==> config.mk <==
export PLATFORM = sky130hd
export DESIGN_NAME = adc_spi_responder_flat
export DESIGN_NICKNAME = d
export VERILOG_FILES = /design/src/rtl/adc_spi_pkg.sv /design/src/rtl/adc_spi_responder_if.sv /design/src/rtl/adc_spi_responder_sync_edge_det.sv /design/src/rtl/adc_spi_responder.sv /design/src/flat_wrapper.sv
export SDC_FILE = /design/constraint.sdc
export NUM_CORES = 1
export LEC_CHECK = 0
export CORE_MARGIN = 1
export CORE_UTILIZATION = 40
export CTS_CLUSTER_DIAMETER = 80
export DETAILED_ROUTE_END_ITERATION = 8
export HOLD_SLACK_MARGIN = 0.15
export PLACE_DENSITY = 0.53
export SLEW_MARGIN = 20
export SYNTH_ARGS = -nofsm -noshare
export SYNTH_HDL_FRONTEND = slang
export SYNTH_SLANG_ARGS = --single-unit
==> constraint.sdc <==
create_clock -name clk -period 3.05 [get_ports clk]
set_input_delay 0.7625 -clock clk [delete_from_list [all_inputs] [get_ports clk]]
set_output_delay 0.7625 -clock clk [all_outputs]
set_load 0.005 [all_outputs]
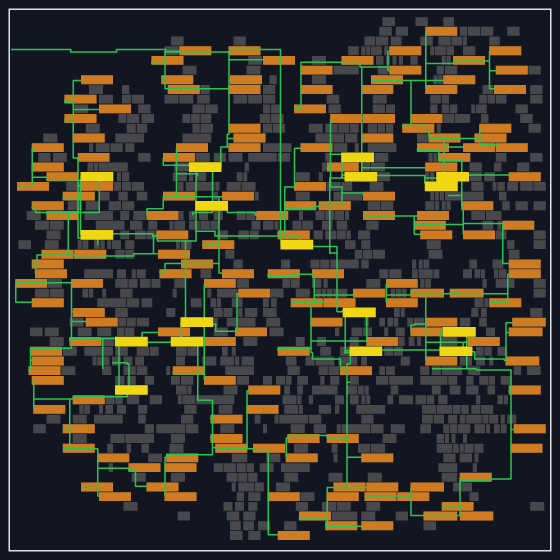
Run 1: clock network drawn from the DEF
Key: yellow = clock drivers [count 17]; orange = flip-flops [count 164]; green = clock wires [length 2170 µm]
Position of the flops: widely spread. There are 18 routed clock nets.
Clock power frac: 0.286
clock network power consumption: 2170 µW
Layout Skew: 0.008550 ns
Insertion Delay late pin: 0.42 ns

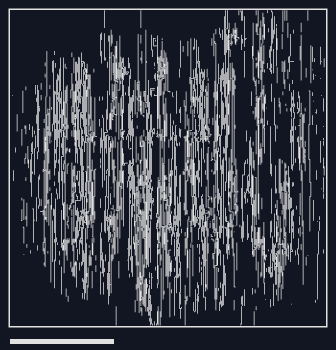
Run 1: metal 2
Bar = 50 µm.
The layer carries 12500 µm of wire. The layer holds 51% of the routed length.
Routed Wire Length: 24750 µm
total via count in the routed design: 6674

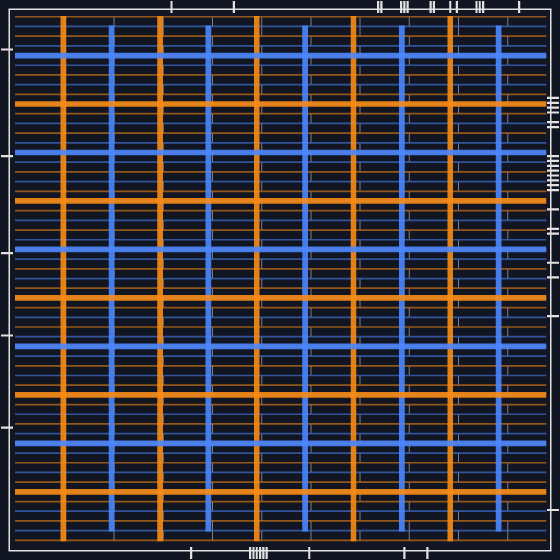
Run 1: power grid
Pins as bars on the die edge. Tap cells in gray.
Key: blue = VDD; orange = VSS
10 straps on met5. The core has 54 rows. 55 met1 rails follow the rows.
width of the chip: 151.5 µm
die y size: 151.5 µm
Core ar.: 21890 µm²

==> results.sh, run 1 <==
# flow metrics
export IMPL_largest_reg_flops=96
export IMPL_sequential_cell_total=164
export IMPL_route_met2_wl_um=12510
export IMPL_layout_clock_cell_area_share=0.05620
export IMPL_detailed_place_hpwl_um=15670
export IMPL_fa_ha_area_frac=0.008397
export IMPL_total_leakage_power_uw=0.004315
export IMPL_area_delta_synth_final_pct=18.04
export IMPL_arrival_time_at_the_worst_endpoint_ns=3.18
export IMPL_io_buffer_count=50
export IMPL_outcome="finished clean"
export IMPL_clk_transition_reported_paths_ns=0.07
export IMPL_regToRegSetupSlack_ns=0.16
export IMPL_postSynth_asyncResetShare=1.000
export IMPL_post_synthesis_average_cell_area_um2=11.69
export IMPL_power_leader="registers"
export IMPL_tritoncts="yes"
export IMPL_rsz0062_at_grt="false"
export IMPL_seqPwrFrac=0.401
export IMPL_drive_above_1_share=0.2628
export IMPL_final_setup_tns_ns=0
export IMPL_switching_power_uw=2639
export IMPL_count_of_synthesis_stage_warnings_from_yosys=0
export IMPL_grt_met2_usage=0.3975
export IMPL_critical_path_cell_chain="ha_2, nand3_2, xnor2_2, buf_4, o41a_1, a21o_4, a2111oi_0, o41ai_1"
export IMPL_timing_final_hold_violations=0
export IMPL_comb_cell_share=0.4279
export IMPL_finalWorstPathRequiredPeriod_ns=2.890
export IMPL_final_common_cell="sky130_fd_sc_hd__dfrtp_1"
export IMPL_slew_worst_pin_ns=1.029
export IMPL_crit_path_end_kind="register"
export IMPL_met3_usage=0.03922
export IMPL_netlist_area_before_placement_um2=8940
export IMPL_post_synth_and_or_nand_nor_area_fraction=0.08859
export IMPL_ys_sh_xor=0.02631
export IMPL_cts_sinks=164
export IMPL_top_layer_used="met4"
export IMPL_top_area_cell_class="logic gates"
export IMPL_layout_setup_ws_ns=0.1604
export IMPL_cp_max_fo=24
export IMPL_yosys_dominant_comb_family="multiplexers"
export IMPL_detailed_route_iter0_violations=394
export IMPL_cp_num_buf_inv=1
export IMPL_taps=280
export IMPL_clock_root_buffer="sky130_fd_sc_hd__clkbuf_16"
export IMPL_drv_slew=0
export IMPL_final_nets=851
export IMPL_timing_final_setup_violations=0
export IMPL_cts_htree_levels=4
export IMPL_synthFlopType="sky130_fd_sc_hd__dfrtp_1"
export IMPL_share_comb_of_total_power=0.313
export IMPL_max_freq_ghz=0.3461
export IMPL_yosys_stat_cells=765
export IMPL_worst_hold_slack_ns=0.3183
export IMPL_seq_power_uw=3040
export IMPL_layout_nonclk_buf_frac=0.08252
export IMPL_worst_setup_path_start_kind="register"
export IMPL_ir_worst_vdd_v=0.0003638
export IMPL_postSynthCellCount=765
export IMPL_power_density_cell_area_nw_per_um2=718.4
export IMPL_vias_in_the_first_global_route=7075
export IMPL_gr_usage_all_layers=0.2298
export IMPL_powerComb_uw=2370
export IMPL_internal_power_uw=4943
export IMPL_worst_path_stages=8
export IMPL_ff_latch_area_um2=4114
export IMPL_enable_flop_cells=0
export IMPL_cts_inserted_buffers=17
export IMPL_leading_area_contributor_after_synthesis="sky130_fd_sc_hd__dfrtp_1"
export IMPL_total_tool_warning_count=29
export IMPL_timing_final_crit_share=0.9474
export IMPL_stdcell_area_um2=10550
export IMPL_synth_top_area_share=0.4423
export IMPL_dr_pass1_iters=7
export IMPL_max_cap_violations=0
--- run 2 (diff from run 1) ---
Settings changed: CORE_UTILIZATION 40 to 50, PLACE_DENSITY 0.53 to 0.65, TNS_END_PERCENT set to 30.
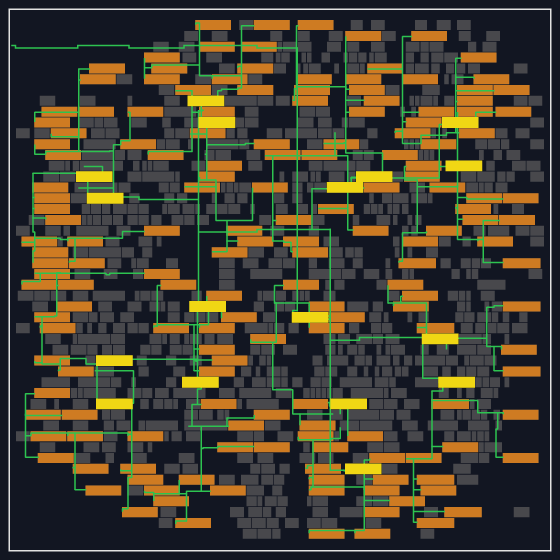
Run 2: clock network drawn from the DEF
Key: green = clock wires [length 2040 µm]; yellow = clock drivers [count 17]; orange = flip-flops [count 164]
There are 18 routed clock nets. Position of the flops: widely spread.
Layout Skew: 0.008793 ns
Clock power frac: 0.293
clock network power consumption: 2230 µW
Insertion Delay late pin: 0.43 ns

==> run 2 against run 1 <==
Against the previous run:
- sequential share of layout area is 0.23 points higher
- critical path depth is 1 lower
- die size is 20% lower
- non-clock buffer count is 4 lower
- critical endpoint unchanged
- worst hold slack worse by 0.020 ns
- first-iteration DRC count is 8.6% higher
- utilization is 12 points higher
- wire length is 7.7% lower
==> results.sh, run 2 <==
# flow metrics
export IMPL_core_um2=17360
export IMPL_worst_path_stages=7
export IMPL_fa_ha_area_frac=0.008397
export IMPL_share_comb_of_total_power=0.307
export IMPL_detailed_route_iter0_violations=428
export IMPL_drive_above_1_share=0.2641
export IMPL_die_h_um=135.7
export IMPL_final_setup_tns_ns=0
export IMPL_ir_worst_vdd_v=0.0005252
export IMPL_count_of_synthesis_stage_warnings_from_yosys=0
export IMPL_rsz0062_at_grt="false"
export IMPL_sequential_cell_total=164
export IMPL_switching_share=0.3378
export IMPL_layout_setup_ws_ns=0.1122
export IMPL_timing_final_setup_violations=0
export IMPL_tritoncts="yes"
export IMPL_max_freq_ghz=0.3404
export IMPL_enable_flop_cells=0
export IMPL_vias_in_the_first_global_route=6729
export IMPL_final_common_cell="sky130_fd_sc_hd__dfrtp_1"
export IMPL_gr_usage_all_layers=0.2626
export IMPL_seq_power_uw=3050
export IMPL_post_route_drc_count=0
export IMPL_timing_final_hold_violations=0
export IMPL_powerComb_uw=2330
export IMPL_postSynthCellCount=765
export IMPL_arrival_time_at_the_worst_endpoint_ns=3.24
export IMPL_regToRegSetupSlack_ns=0.11
export IMPL_timing_final_crit_share=0.9632
export IMPL_mappedNetlistNets=792
export IMPL_drv_slew=0
export IMPL_cts_inserted_buffers=17
export IMPL_post_synthesis_average_cell_area_um2=11.69
export IMPL_area_delta_synth_final_pct=17.38
export IMPL_final_nets=847
export IMPL_crit_path_end_kind="register"
export IMPL_cp_num_buf_inv=0
export IMPL_io_buffer_count=50
export IMPL_top_area_cell_class="logic gates"
export IMPL_cts_htree_levels=4
export IMPL_leading_area_contributor_after_synthesis="sky130_fd_sc_hd__dfrtp_1"
export IMPL_layout_nonclk_buf_frac=0.07917
export IMPL_switching_power_uw=2572
export IMPL_finalWorstPathRequiredPeriod_ns=2.938
export IMPL_routed_via_count=6673
export IMPL_largest_reg_flops=96
export IMPL_netlist_area_before_placement_um2=8940
export IMPL_clk_transition_reported_paths_ns=0.06
export IMPL_yosys_dominant_comb_family="multiplexers"
export IMPL_yosys_stat_cells=765
export IMPL_gp_congestion=0.8670
export IMPL_layout_clock_cell_area_share=0.05842
export IMPL_outcome="finished clean"
export IMPL_seqPwrFrac=0.400
export IMPL_cts_sinks=164
export IMPL_synth_top_area_share=0.4423
export IMPL_worst_hold_slack_ns=0.2979
export IMPL_power_density_cell_area_nw_per_um2=725.7
export IMPL_detailed_place_hpwl_um=14550
export IMPL_post_synth_and_or_nand_nor_area_fraction=0.08859
export IMPL_die_width_um=135.7
export IMPL_slew_worst_pin_ns=0.9675
export IMPL_worst_setup_path_start_kind="register"
export IMPL_route_met2_wl_um=11410
export IMPL_ys_sh_xor=0.02631
export IMPL_dr_pass1_iters=4
export IMPL_grt_met2_usage=0.4351
export IMPL_critical_path_cell_chain="ha_2, or2_1, a221oi_2, nor4_4, a31oi_1, a211oi_1, o41ai_2"
export IMPL_finalWirelength_um=22840
export IMPL_summed_standard_cell_area_reported_by_yosys_um2=8940
export IMPL_max_cap_violations=0
export IMPL_comb_cell_share=0.4331
export IMPL_internal_power_uw=5043
export IMPL_postSynth_asyncResetShare=1.000
export IMPL_post_dp_cell_area_um2=9807
export IMPL_stdcell_area_um2=10490
export IMPL_total_tool_warning_count=29
export IMPL_cp_max_fo=8
export IMPL_total_leakage_power_uw=0.004302
export IMPL_ff_latch_area_um2=4115
export IMPL_synthFlopType="sky130_fd_sc_hd__dfrtp_1"
export IMPL_netlist_top_cells_area="sky130_fd_sc_hd__dfrtp_1, sky130_fd_sc_hd__mux2_2, sky130_fd_sc_hd__mux2i_1"
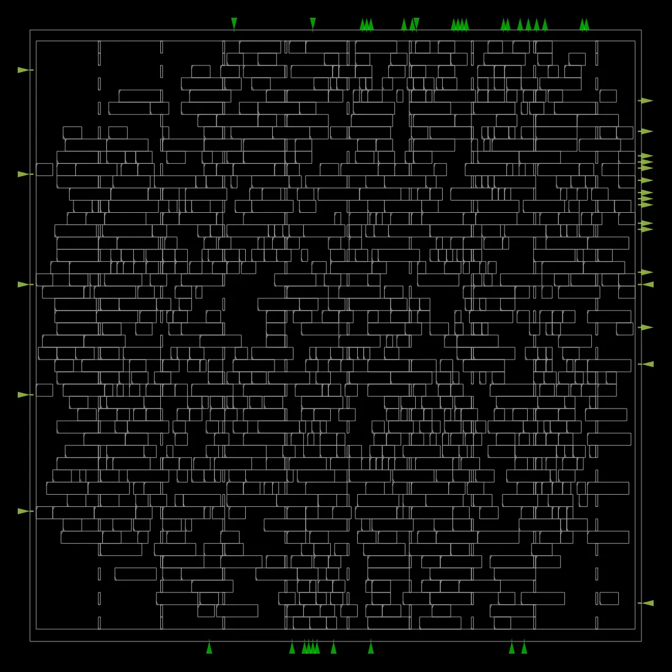
Run 2: cell outlines without signal wires
FP Rows: 48
Finished Layout Cells: 1058
share of the final layout cell area in sequential cells: 0.3922
Tap Count: 225
final cell utilization of the core: 0.6046

No activity file was given, so power comes from the tool's default toggle rates.
